`src/rtl/vid_crop.sv`:
```
// -----------------------------------------------------------------------------
// vid_crop
//   Rectangular window crop on a de/hs/vs pixel stream. Only pixels inside
//   [x_start, x_start+x_size) x [y_start, y_start+y_size) are forwarded on
//   de_o/do_o. hs/vs are passed through with one clock of delay. pix_count_o
//   reports how many pixels the last completed output line carried.
//
//   Optional feature macro: VID_CROP_STAT_EN
//     When defined, frame_w_o / frame_h_o report the input line length and
//     input frame height of the last completed frame.
//
// Ports
//   clk, rst        clock, synchronous active-high reset
//   x_start_i       first kept pixel in a line (0-based)
//   x_size_i        kept pixels per line (0 = none)
//   y_start_i       first kept line in a frame (0-based)
//   y_size_i        kept lines per frame (0 = none)
//   di_i, de_i      input pixel data and valid
//   hs_i, vs_i      1 = horizontal / vertical blank
//   do_o, de_o      cropped pixel data and valid (do_o holds when de_o=0)
//   hs_o, vs_o      hs_i / vs_i delayed by one clock
//   pix_count_o     de_o count of the last completed line
//   frame_w_o       (VID_CROP_STAT_EN) de_i count of the last input line
//   frame_h_o       (VID_CROP_STAT_EN) line count of the last input frame
// -----------------------------------------------------------------------------
module vid_crop #(
  parameter int DATA_WIDTH = 8,
  parameter int CNT_WIDTH  = 16
) (
  input  logic                  clk,
  input  logic                  rst,
  input  logic [CNT_WIDTH-1:0]  x_start_i,
  input  logic [CNT_WIDTH-1:0]  x_size_i,
  input  logic [CNT_WIDTH-1:0]  y_start_i,
  input  logic [CNT_WIDTH-1:0]  y_size_i,
  input  logic [DATA_WIDTH-1:0] di_i,
  input  logic                  de_i,
  input  logic                  hs_i,
  input  logic                  vs_i,
  output logic [DATA_WIDTH-1:0] do_o,
  output logic                  de_o,
  output logic                  hs_o,
  output logic                  vs_o,
  output logic [CNT_WIDTH-1:0]  pix_count_o
`ifdef VID_CROP_STAT_EN
  ,
  output logic [CNT_WIDTH-1:0]  frame_w_o,
  output logic [CNT_WIDTH-1:0]  frame_h_o
`endif
);

  typedef enum logic [1:0] {S_SYNC, S_VBLANK, S_ACTIVE} state_t;

  state_t                r_state;
  logic [CNT_WIDTH-1:0]  r_xcnt;
  logic [CNT_WIDTH-1:0]  r_ycnt;
  logic [CNT_WIDTH-1:0]  r_xs;
  logic [CNT_WIDTH-1:0]  r_xsz;
  logic [CNT_WIDTH-1:0]  r_ys;
  logic [CNT_WIDTH-1:0]  r_ysz;
  logic [CNT_WIDTH-1:0]  r_line_cnt;
  logic [CNT_WIDTH-1:0]  r_pix_count_p1;
  logic [DATA_WIDTH-1:0] r_do_p1;
  logic                  r_de_p1;
  logic                  r_hs_p1;
  logic                  r_vs_p1;

  logic                  w_hs_rise;
  logic                  w_vs_rise;
  logic [CNT_WIDTH:0]    w_x_end;
  logic [CNT_WIDTH:0]    w_y_end;
  logic                  w_x_in;
  logic                  w_y_in;
  logic                  w_keep;

  // Counter increment that sticks at all-ones instead of wrapping.
  function automatic logic [CNT_WIDTH-1:0] sat_inc(input logic [CNT_WIDTH-1:0] v);
    return (&v) ? v : v + CNT_WIDTH'(1);
  endfunction

  // The registered hs/vs outputs double as the previous-cycle samples.
  assign w_hs_rise = hs_i & ~r_hs_p1;
  assign w_vs_rise = vs_i & ~r_vs_p1;

  // Window end computed one bit wider so start+size never wraps.
  assign w_x_end = {1'b0, r_xs} + {1'b0, r_xsz};
  assign w_y_end = {1'b0, r_ys} + {1'b0, r_ysz};
  assign w_x_in  = ({1'b0, r_xcnt} >= {1'b0, r_xs}) && ({1'b0, r_xcnt} < w_x_end);
  assign w_y_in  = ({1'b0, r_ycnt} >= {1'b0, r_ys}) && ({1'b0, r_ycnt} < w_y_end);
  assign w_keep  = de_i && (r_state == S_ACTIVE) && w_x_in && w_y_in;

  // ---- stage p0 -> p1: counters, window decision, registered outputs ----
  always_ff @(posedge clk) begin
    if (rst) begin
      r_state        <= S_SYNC;
      r_xcnt         <= '0;
      r_ycnt         <= '0;
      r_xs           <= '0;
      r_xsz          <= '0;
      r_ys           <= '0;
      r_ysz          <= '0;
      r_line_cnt     <= '0;
      r_pix_count_p1 <= '0;
      r_do_p1        <= '0;
      r_de_p1        <= 1'b0;
      r_hs_p1        <= 1'b1;
      r_vs_p1        <= 1'b1;
    end else begin
      r_hs_p1 <= hs_i;
      r_vs_p1 <= vs_i;
      r_de_p1 <= w_keep;
      if (w_keep) begin
        r_do_p1 <= di_i;
      end

      if (hs_i) begin
        r_xcnt <= '0;
      end else if (de_i) begin
        r_xcnt <= sat_inc(r_xcnt);
      end

      // vs clear wins over the end-of-line increment on the last line.
      if (vs_i) begin
        r_ycnt <= '0;
      end else if (w_hs_rise) begin
        r_ycnt <= sat_inc(r_ycnt);
      end

      // Line output count is published on the same edge hs_o rises.
      if (w_hs_rise) begin
        r_pix_count_p1 <= r_line_cnt;
        r_line_cnt     <= w_keep ? CNT_WIDTH'(1) : '0;
      end else if (w_keep) begin
        r_line_cnt <= sat_inc(r_line_cnt);
      end

      case (r_state)
        S_SYNC: begin
          if (vs_i) r_state <= S_VBLANK;
        end
        S_VBLANK: begin
          if (!vs_i) begin
            r_state <= S_ACTIVE;
            r_xs    <= x_start_i;
            r_xsz   <= x_size_i;
            r_ys    <= y_start_i;
            r_ysz   <= y_size_i;
          end
        end
        S_ACTIVE: begin
          if (vs_i) r_state <= S_VBLANK;
        end
        default: r_state <= S_SYNC;
      endcase
    end
  end

  assign do_o        = r_do_p1;
  assign de_o        = r_de_p1;
  assign hs_o        = r_hs_p1;
  assign vs_o        = r_vs_p1;
  assign pix_count_o = r_pix_count_p1;

`ifdef VID_CROP_STAT_EN
  logic [CNT_WIDTH-1:0] r_line_w;
  logic [CNT_WIDTH-1:0] r_frame_w;
  logic [CNT_WIDTH-1:0] r_frame_h;

  // ---- stage p0 -> p1: input frame statistics ----
  always_ff @(posedge clk) begin
    if (rst) begin
      r_line_w  <= '0;
      r_frame_w <= '0;
      r_frame_h <= '0;
    end else begin
      if (w_hs_rise) begin
        r_line_w <= r_xcnt;
      end
      // Only frames that started after sync (state S_ACTIVE) are reported.
      // When hs and vs rise together the closing line is still in the counters.
      if (w_vs_rise && (r_state == S_ACTIVE)) begin
        r_frame_w <= w_hs_rise ? r_xcnt : r_line_w;
        r_frame_h <= w_hs_rise ? sat_inc(r_ycnt) : r_ycnt;
      end
    end
  end

  assign frame_w_o = r_frame_w;
  assign frame_h_o = r_frame_h;
`endif

endmodule

```
`config.mk`:
```
export PLATFORM = sky130hd
export DESIGN_NAME = vid_crop
export DESIGN_NICKNAME = d
export VERILOG_FILES = /design/src/rtl/vid_crop.sv
export SDC_FILE = /design/constraint.sdc
export NUM_CORES = 1
export LEC_CHECK = 0
export CORE_UTILIZATION = 50
export DETAILED_ROUTE_END_ITERATION = 7
export PLACE_DENSITY = 0.73
export REMOVE_ABC_BUFFERS = 1
export SETUP_SLACK_MARGIN = 0.4
export SLEW_MARGIN = 10
export SYNTH_ARGS = -nofsm -noshare
export SYNTH_HDL_FRONTEND = slang
export SYNTH_SLANG_ARGS = --single-unit
```
`constraint.sdc`:
```
create_clock -name clk -period 4.8 [get_ports clk]
set_clock_uncertainty 0.05 [all_clocks]
set_input_delay 0.96 -clock clk [delete_from_list [all_inputs] [get_ports clk]]
set_output_delay 0.96 -clock clk [all_outputs]
set_load 0.05 [all_outputs]
```
**Power grid**

The bar under the picture is 50 um long. Pins as bars on the die edge.
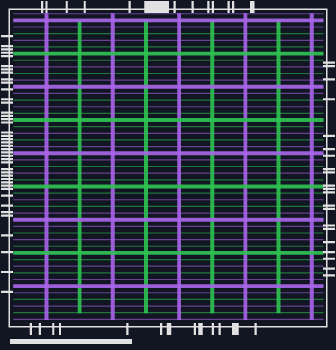
legend:
  VDD:
    color: green
  VSS:
    color: purple
met4 straps: 9
met5 straps: 9
rows: 46
met1 rails: 47
die height: 129 um
die width: 129 um
worst vdd ir: 260 uV

**Cell classes on the final placement**

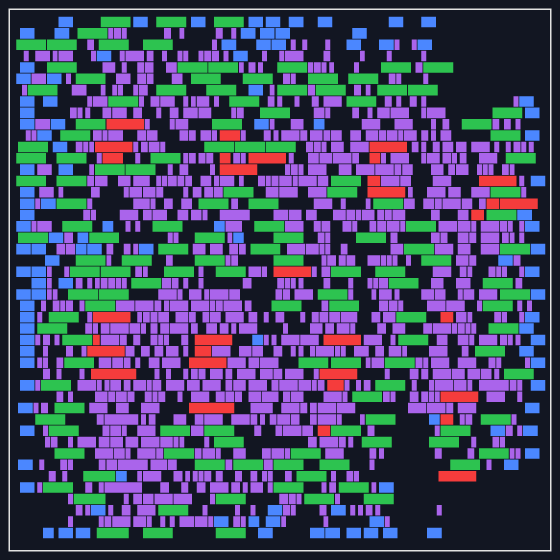
legend:
  all other logic:
    color: purple
    cells: 831
    share_of_their_area: 54%
  flops:
    color: green
    cells: 141
    share_of_their_area: 29%
  clock drivers and dummy loads:
    color: red
    cells: 32
    share_of_their_area: 6.2%
  other buffers and delay cells:
    color: blue
    cells: 113
    share_of_their_area: 11%
flop share of the area: 28.1%
share of the core filled with cells: 63.2%
post-layout instance area: 0.0100 sq mm

==> results_tabular.tex <==
% Implementation results table
\begin{tabular}{lr}
\hline
Metric & Value \\
\hline
\multicolumn{2}{l}{\textbf{Status}} \\
\quad Result of the run & finished, final reports clean \\
\multicolumn{2}{l}{\textbf{Pwr}} \\
\quad Static leakage power & 3.99 nW \\
\quad Power consumption & 2.83 mW \\
\multicolumn{2}{l}{\textbf{Synth}} \\
\quad Most area-consuming cells after synthesis & dfxtp\_1 35\%, ha\_1 15\%, nand2\_1 9.6\% \\
\quad Synth top cells by count & 207 x nand2\_1, 141 x dfxtp\_1, 129 x a21oi\_1 \\
\quad Average size of a mapped cell & 8.02 sq um \\
\quad Yosys-reported design area after synthesis & 0.00811 sq mm \\
\quad Top cell type by instance count after synthesis & nand2\_1 \\
\quad Warnings from Yosys & 0 \\
\multicolumn{2}{l}{\textbf{Finish}} \\
\quad Sequential cell count of the final layout & 141 \\
\quad Non-clk bufs & 113 \\
\quad Multi-input gate area in the final layout & 0.00505 sq mm \\
\quad Multi-input combinational gate total & 781 \\
\quad Commonest non-fill, non-tap cell in the layout & nand2\_1 \\
\quad Share of the final layout cell area in multi-input gates & 50.2\% \\
\multicolumn{2}{l}{\textbf{Timing}} \\
\quad Final-report setup violation count & 0 \\
\quad Unrepaired setup endpoints after global routing & false \\
\quad Slew at the pin closest to its max-slew limit & 0.974 ns \\
\quad Final cycle utilization of the critical path & 88.1\% \\
\quad Timing-limited maximum frequency & 236 MHz \\
\quad Final critical delay including setup and external delays & 4.23 ns \\
\multicolumn{2}{l}{\textbf{Drt}} \\
\quad Number of remaining DRC errors & 0 \\
\quad First-pass iteration count of the detailed router & 5 \\
\quad Average wire per cell in the routed design & 13.7 um \\
\quad Post-DR vias/cell & 5.34 \\
\quad Number of vias in the routed layout & 7121 \\
\quad Initial drt markers & 370 \\
\multicolumn{2}{l}{\textbf{Worst setup path}} \\
\quad Reg-to-reg startpoint & r\_xs[0] \\
\quad CP endpoint & r\_line\_cnt[15] \\
\quad Worst path required time & 5.11 ns \\
\quad Launching element type of the critical path & flip-flop \\
\quad Arrival @ worst endpoint & 4.54 ns \\
\multicolumn{2}{l}{\textbf{Global routing}} \\
\quad Wire length of the first global-routing pass & 30800 um \\
\quad Via count of the first global-routing pass & 6588 \\
\multicolumn{2}{l}{\textbf{Clock tree}} \\
\quad Worst-Skew Late Latency & 0.42 ns \\
\quad Quantity of hold-fixing buffers added after cts & 0 \\
\multicolumn{2}{l}{\textbf{Job}} \\
\quad Tool warning count & 25 \\
\multicolumn{2}{l}{\textbf{Placed design}} \\
\quad GP Congestion & 0.865 \\
\hline
\end{tabular}
**Clock wires, drivers and flops**

The bar under the picture is 50 um long.
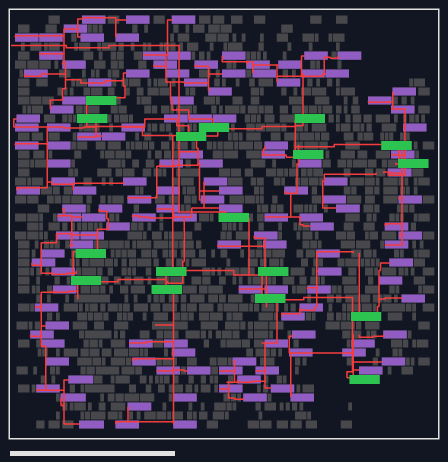
legend:
  flip-flops:
    color: purple
    count: 141
  clock wires:
    color: red
    length: 1820 um
  cells driving clock nets:
    color: green
    count: 17
routed clock nets: 18
flops lie: widely spread

## kinds of logic after synthesis
group	share of synthesized area (%)
xor+xnor	5.18
mux	1.97
fa+ha+maj	15.5
simple gates	20.9
flops	34.8
buf+inv	4.30
compound gates	17.4
## critical path, cell delays in order (launching register included)
cell	delay [ns]
dfxtp_2	0.34
ha_4	0.17
fa_2	0.39
a211oi_4	0.24
o21a_1	0.18
nor3_1	0.08
or3_1	0.41
o31ai_2	0.26
xor2_1	0.12
ha_2	0.19
or4_4	0.48
a21oi_2	0.11
o21ai_1	0.08
o211ai_2	0.09
and3_4	0.25
nand2_8	0.09
or4_4	0.52
a21oi_2	0.12
## how the worst min path moves through the flow
stage,cells past startpoint,to,startpoint,slack [ns]
final,2,pix_count_o[8],pix_count_o[8],0.40
after detailed placement,2,pix_count_o[8],pix_count_o[8],0.40
after global placement,1,r_state[0],r_state[1],0.39
after global routing,2,r_ysz[14],r_ysz[14],0.43
after CTS,2,pix_count_o[8],pix_count_o[8],0.40
after floorplan,1,r_state[0],r_state[1],0.37
## through the flow
stage	cell area, sq um	hold slack, ns	worst slack [ns]
CTS	9940	0.405	0.417
floorplan	7950	0.373	0.626
global placement	9300	0.387	0.311
global route	10000	0.431	0.369
detailed placement	9300	0.396	0.265
finish	10000	0.405	0.569
## report_power, final
part | switching (mW) | total [mW] | internal [mW] | leakage (nW)
sequential | 0.0163 | 1.21 | 1.19 | 1.14
clock | 0.543 | 1.35 | 0.806 | 0.294
combinational | 0.142 | 0.277 | 0.135 | 2.55
## routing by layer
layer / wire (um) / track usage (%) / vias to the layer above / share of wire [%]
met3: 655 / 5.08 / 17 / 3.6
met4: 257 / 6.71 / 0 / 1.4
met2: 8640 / 38.9 / 117 / 47
li1: - / - / 3709 / -
met5: 0 / 0 / - / 0
met1: 8770 / 29.4 / 3278 / 48
Power figures rest on the tool's default switching activity, not on a simulated workload.
